Fig. 1: run 1, nets reached from selected ports
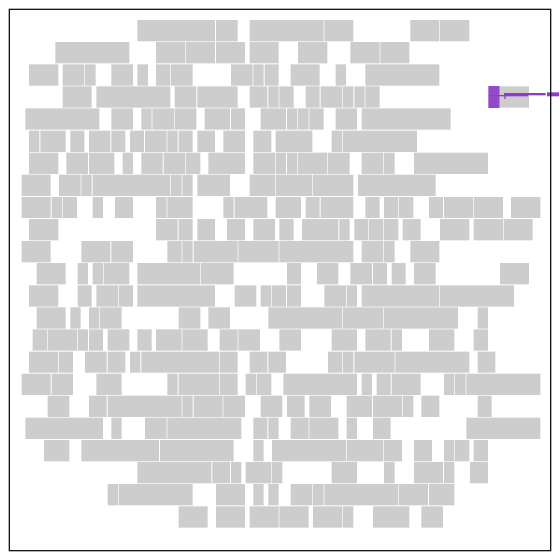
Fig. 2: run 1, clock distribution
Scale bar: 20 um.
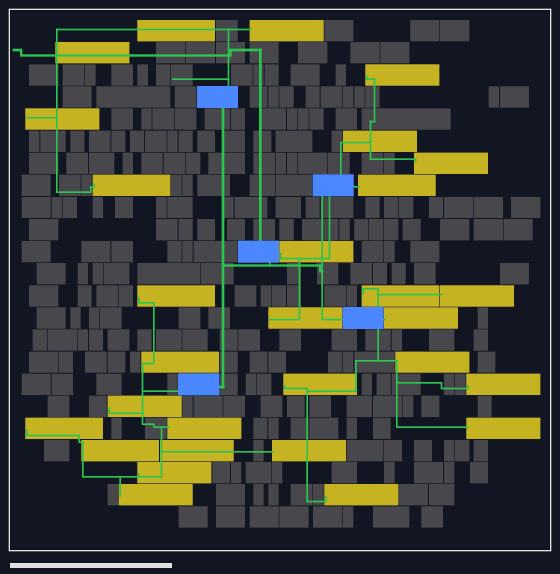
Fig. 3: run 1, clock wiring as the flow saved it
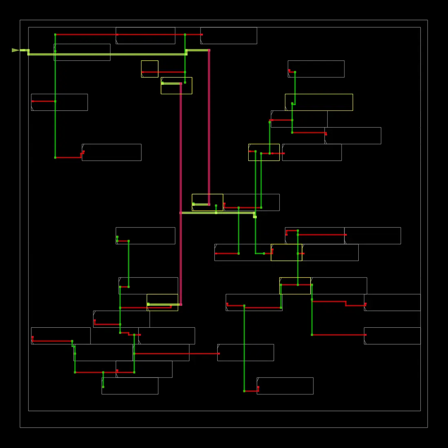
==> src/rtl/bcd_countdown_timer.sv <==
// bcd_countdown_timer
//   BCD MM:SS down-counter for the alarm path. Loaded with a minutes/seconds
//   value, decrements once per 1 Hz tick while running, and rings at 00:00
//   for RING_TICKS ticks (or until acknowledged with start).
//
// Ports:
//   clk       system clock, rising edge
//   rst       asynchronous active-high reset
//   tick      1-cycle 1 Hz strobe
//   load      capture min_in/sec_in (IDLE or PAUSE only)
//   min_in    BCD minutes 00..99
//   sec_in    BCD seconds 00..59
//   start     begin/resume countdown, or acknowledge ring
//   pause     suspend countdown
//   clear     abort, zero counts, return to IDLE
//   min_out   current minutes (BCD, registered)
//   sec_out   current seconds (BCD, registered)
//   running   high in RUN
//   ring      high in RING
//   load_err  1-cycle pulse when a load carries invalid BCD
module bcd_countdown_timer #(
    parameter int RING_TICKS = 30
) (
    input  logic       clk,
    input  logic       rst,
    input  logic       tick,
    input  logic       load,
    input  logic [7:0] min_in,
    input  logic [7:0] sec_in,
    input  logic       start,
    input  logic       pause,
    input  logic       clear,
    output logic [7:0] min_out,
    output logic [7:0] sec_out,
    output logic       running,
    output logic       ring,
    output logic       load_err
);

    typedef enum logic [1:0] {IDLE, RUN, PAUSE, RING} state_t;

    state_t     state, state_nx;
    logic [7:0] min_nx, sec_nx;
    logic [7:0] rcnt, rcnt_nx;
    logic       err_nx;

    logic       in_valid;
    logic       cnt_zero;
    logic       idle_or_pause;
    logic [7:0] dec_min, dec_sec;
    logic       ring_done;

    assign in_valid      = (min_in[7:4] <= 4'd9) && (min_in[3:0] <= 4'd9) &&
                           (sec_in[7:4] <= 4'd5) && (sec_in[3:0] <= 4'd9);
    assign cnt_zero      = (min_out == 8'h00) && (sec_out == 8'h00);
    assign idle_or_pause = (state == IDLE) || (state == PAUSE);
    assign ring_done     = tick && ((rcnt + 8'd1) == 8'(RING_TICKS));

    // One-second BCD decrement with borrow chain sec units -> sec tens -> minutes.
    // Only used when the count is non-zero, so it never wraps below 00:00.
    always_comb begin
        dec_min = min_out;
        dec_sec = sec_out;
        if (sec_out[3:0] != 4'd0) begin
            dec_sec[3:0] = sec_out[3:0] - 4'd1;
        end else if (sec_out[7:4] != 4'd0) begin
            dec_sec = {sec_out[7:4] - 4'd1, 4'd9};
        end else begin
            dec_sec = 8'h59;
            if (min_out[3:0] != 4'd0)
                dec_min[3:0] = min_out[3:0] - 4'd1;
            else
                dec_min = {min_out[7:4] - 4'd1, 4'd9};
        end
    end

    // State register; running/ring are registered alongside it
    always_ff @(posedge clk or posedge rst) begin
        if (rst) begin
            state    <= IDLE;
            running  <= 1'b0;
            ring     <= 1'b0;
            min_out  <= 8'h00;
            sec_out  <= 8'h00;
            rcnt     <= 8'h00;
            load_err <= 1'b0;
        end else begin
            state    <= state_nx;
            running  <= (state_nx == RUN);
            ring     <= (state_nx == RING);
            min_out  <= min_nx;
            sec_out  <= sec_nx;
            rcnt     <= rcnt_nx;
            load_err <= err_nx;
        end
    end

    // Next-state logic. A load in IDLE/PAUSE consumes the cycle, so start is
    // not taken with it; load in RUN/RING falls through to lower priorities.
    always_comb begin
        state_nx = state;
        if (clear) begin
            state_nx = IDLE;
        end else begin
            unique case (state)
                IDLE, PAUSE: if (!load && start && !cnt_zero) state_nx = RUN;
                RUN: begin
                    if (pause)
                        state_nx = PAUSE;
                    else if (tick && (cnt_zero || (dec_min == 8'h00 && dec_sec == 8'h00)))
                        state_nx = RING;
                end
                RING: begin
                    if (start || ring_done) state_nx = IDLE;
                end
                default: state_nx = IDLE;
            endcase
        end
    end

    // Datapath next values. The ring counter is held at zero outside RING,
    // which gives the clear-on-entry behaviour for free.
    always_comb begin
        min_nx  = min_out;
        sec_nx  = sec_out;
        rcnt_nx = 8'h00;
        err_nx  = 1'b0;
        if (clear) begin
            min_nx = 8'h00;
            sec_nx = 8'h00;
        end else if (load && idle_or_pause) begin
            if (in_valid) begin
                min_nx = min_in;
                sec_nx = sec_in;
            end else begin
                err_nx = 1'b1;
            end
        end else if (state == RUN) begin
            if (!pause && tick && !cnt_zero) begin
                min_nx = dec_min;
                sec_nx = dec_sec;
            end
        end else if (state == RING) begin
            if (!start && tick) rcnt_nx = rcnt + 8'd1;
            else if (!start)    rcnt_nx = rcnt;
        end
    end

endmodule

==> config.mk <==
export PLATFORM = sky130hd
export DESIGN_NAME = bcd_countdown_timer
export DESIGN_NICKNAME = d
export VERILOG_FILES = /design/src/rtl/bcd_countdown_timer.sv
export SDC_FILE = /design/constraint.sdc
export NUM_CORES = 1
export LEC_CHECK = 0
export CORE_UTILIZATION = 46
export CTS_CLUSTER_DIAMETER = 100
export CTS_CLUSTER_SIZE = 28
export DETAILED_ROUTE_END_ITERATION = 8
export HOLD_SLACK_MARGIN = 0.15
export PLACE_DENSITY = 0.77
export RECOVER_POWER = 50
export SETUP_SLACK_MARGIN = 0.3
export SLEW_MARGIN = 40
export SYNTH_ARGS = -nofsm -noshare
export SYNTH_HDL_FRONTEND = slang
export SYNTH_SLANG_ARGS = --single-unit
==> constraint.sdc <==
create_clock -name clk -period 2.6 [get_ports clk]
set_input_delay 0.26 -clock clk [delete_from_list [all_inputs] [get_ports clk]]
set_output_delay 0.26 -clock clk [all_outputs]
set_load 0.02 [all_outputs]
==> results.sh, run 1 <==
# implementation run metrics
export IMPL_clock_latency_ns=0.28
export IMPL_xor_share_pct=4.123
export IMPL_lay_top_count="clkdlybuf4s50_1"
export IMPL_mi_logic_area_um2=1146
export IMPL_p_leak_nw=1.067
export IMPL_switching_share_pct=34.87
export IMPL_grt_antenna_before_repair=0
export IMPL_outcome="complete, no violations"
export IMPL_warnings=30
export IMPL_floorplan_nets=257
export IMPL_power_density_nw_per_um2=661.7
export IMPL_common_cells="nor2_1, dfrtp_1, nand2_1, a21oi_1"
export IMPL_top_logic_kind="simple AND/OR/NAND/NOR gates"
export IMPL_crit_required_ns=2.83
export IMPL_critPathSlowestCell="or4_4"
export IMPL_place_gp_congestion=0.8375
export IMPL_startpoint="sec_out[7]"
export IMPL_fp_util_pct=47.79
export IMPL_cts_tree="yes"
export IMPL_fin_area_um2=2659
export IMPL_met2_usage_pct=41.45
export IMPL_worst_path_stages=6
export IMPL_p_int_w=0.001146
export IMPL_register_area_um2=735.7
export IMPL_r2r_cells=6
export IMPL_worstPathArrival_ns=2.46
export IMPL_io_pins=42
export IMPL_fillers=334
export IMPL_grt_pass1_vias=1884
export IMPL_grtUsageMet3_pct=4.110
export IMPL_powerComb_w=0.000700
export IMPL_final_clk_cell_share_pct=4.518
export IMPL_hp_class="input port to asynchronous set/reset pin"
export IMPL_hold_viol_final=0
export IMPL_dr_wl_met2_um=2414
export IMPL_setup_viol=0
export IMPL_track_usage_pct=25.90
export IMPL_synthCells=229
export IMPL_max_slew_margin_pct=52.58
export IMPL_critPathCapture="ring"
export IMPL_drc=0
export IMPL_end_kind="register"
export IMPL_powerSeq_w=0.000565
export IMPL_critical_path_most_common_cell="or4_4"
export IMPL_buffers=63
export IMPL_dr_pass1_iters=4
export IMPL_num_antenna_cells=0
export IMPL_grt_ovfl_total=0
export IMPL_final_layout_size_suffix_gt1_share_pct=17.07
-- Fig. 1 (at the start) --
purple -> rst  # bits 1, direction input, end cells 1, buffers 1, wire 9.90 um

-- Fig. 2 (at the start) --
yellow -> flip-flops  # count 29
green -> clock wires  # length 428 um
blue -> clock-net drivers  # count 5
flops lie = spread over the die
routed clock nets = 6

-- Fig. 3 (at the start) --
CTS Sinks: 29
Flops: 29

==> run 2: changes to the inputs <==
ABC_CLOCK_PERIOD_IN_PS = 2600   (was unset)
HOLD_SLACK_MARGIN = 0.06   (was 0.15)
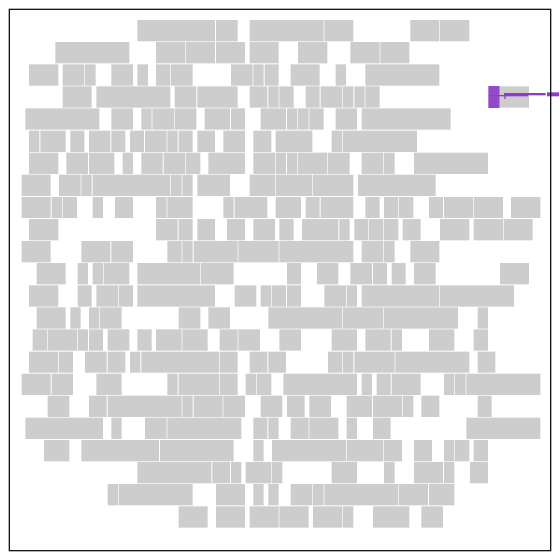
Fig. 4. Nets reached from selected ports (run 2).
purple -> rst  # bits 1, direction input, end cells 1, buffers 1, wire 9.90 um

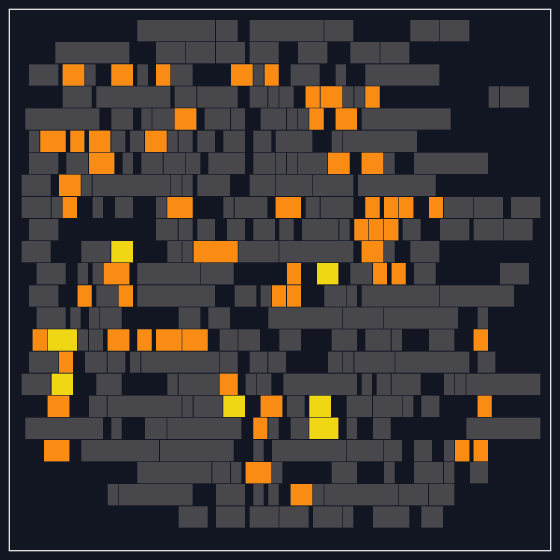
Fig. 5. Gate families picked out (run 2).
orange -> aoi and oai cells  # cells 56, most used a21oi_1
yellow -> non-inverting ao/oa cells  # cells 7, most used a21o_1

==> run 2 against run 1 <==
Synthesized cell count stayed put. Clock power about the same. Utilization unchanged. Cell count is the same. Critical path type unchanged. Total power unchanged. Register-to-register slack about the same. Fmax is the same. Sequential power hardly changed. Largest power group unchanged. First-iteration DRC count stayed put.
==> results.sh, run 2 <==
# implementation run metrics
export IMPL_outcome="complete, no violations"
export IMPL_switching_share_pct=34.87
export IMPL_xor_share_pct=4.123
export IMPL_clock_latency_ns=0.28
export IMPL_track_usage_pct=25.90
export IMPL_fillers=334
export IMPL_r2r_cells=6
export IMPL_powerComb_w=0.000700
export IMPL_fin_area_um2=2659
export IMPL_max_slew_margin_pct=52.58
export IMPL_dr_pass1_iters=4
export IMPL_power_density_nw_per_um2=661.7
export IMPL_setup_viol=0
export IMPL_critical_path_most_common_cell="or4_4"
export IMPL_p_int_w=0.001146
export IMPL_mi_logic_area_um2=1146
export IMPL_hp_class="input port to asynchronous set/reset pin"
export IMPL_buffers=63
export IMPL_final_clk_cell_share_pct=4.518
export IMPL_floorplan_nets=257
export IMPL_p_leak_nw=1.067
export IMPL_final_layout_size_suffix_gt1_share_pct=17.07
export IMPL_hold_viol_final=0
export IMPL_powerSeq_w=0.000565
export IMPL_register_area_um2=735.7
export IMPL_crit_required_ns=2.83
export IMPL_worst_path_stages=6
Power and IR drop assume default switching activity.
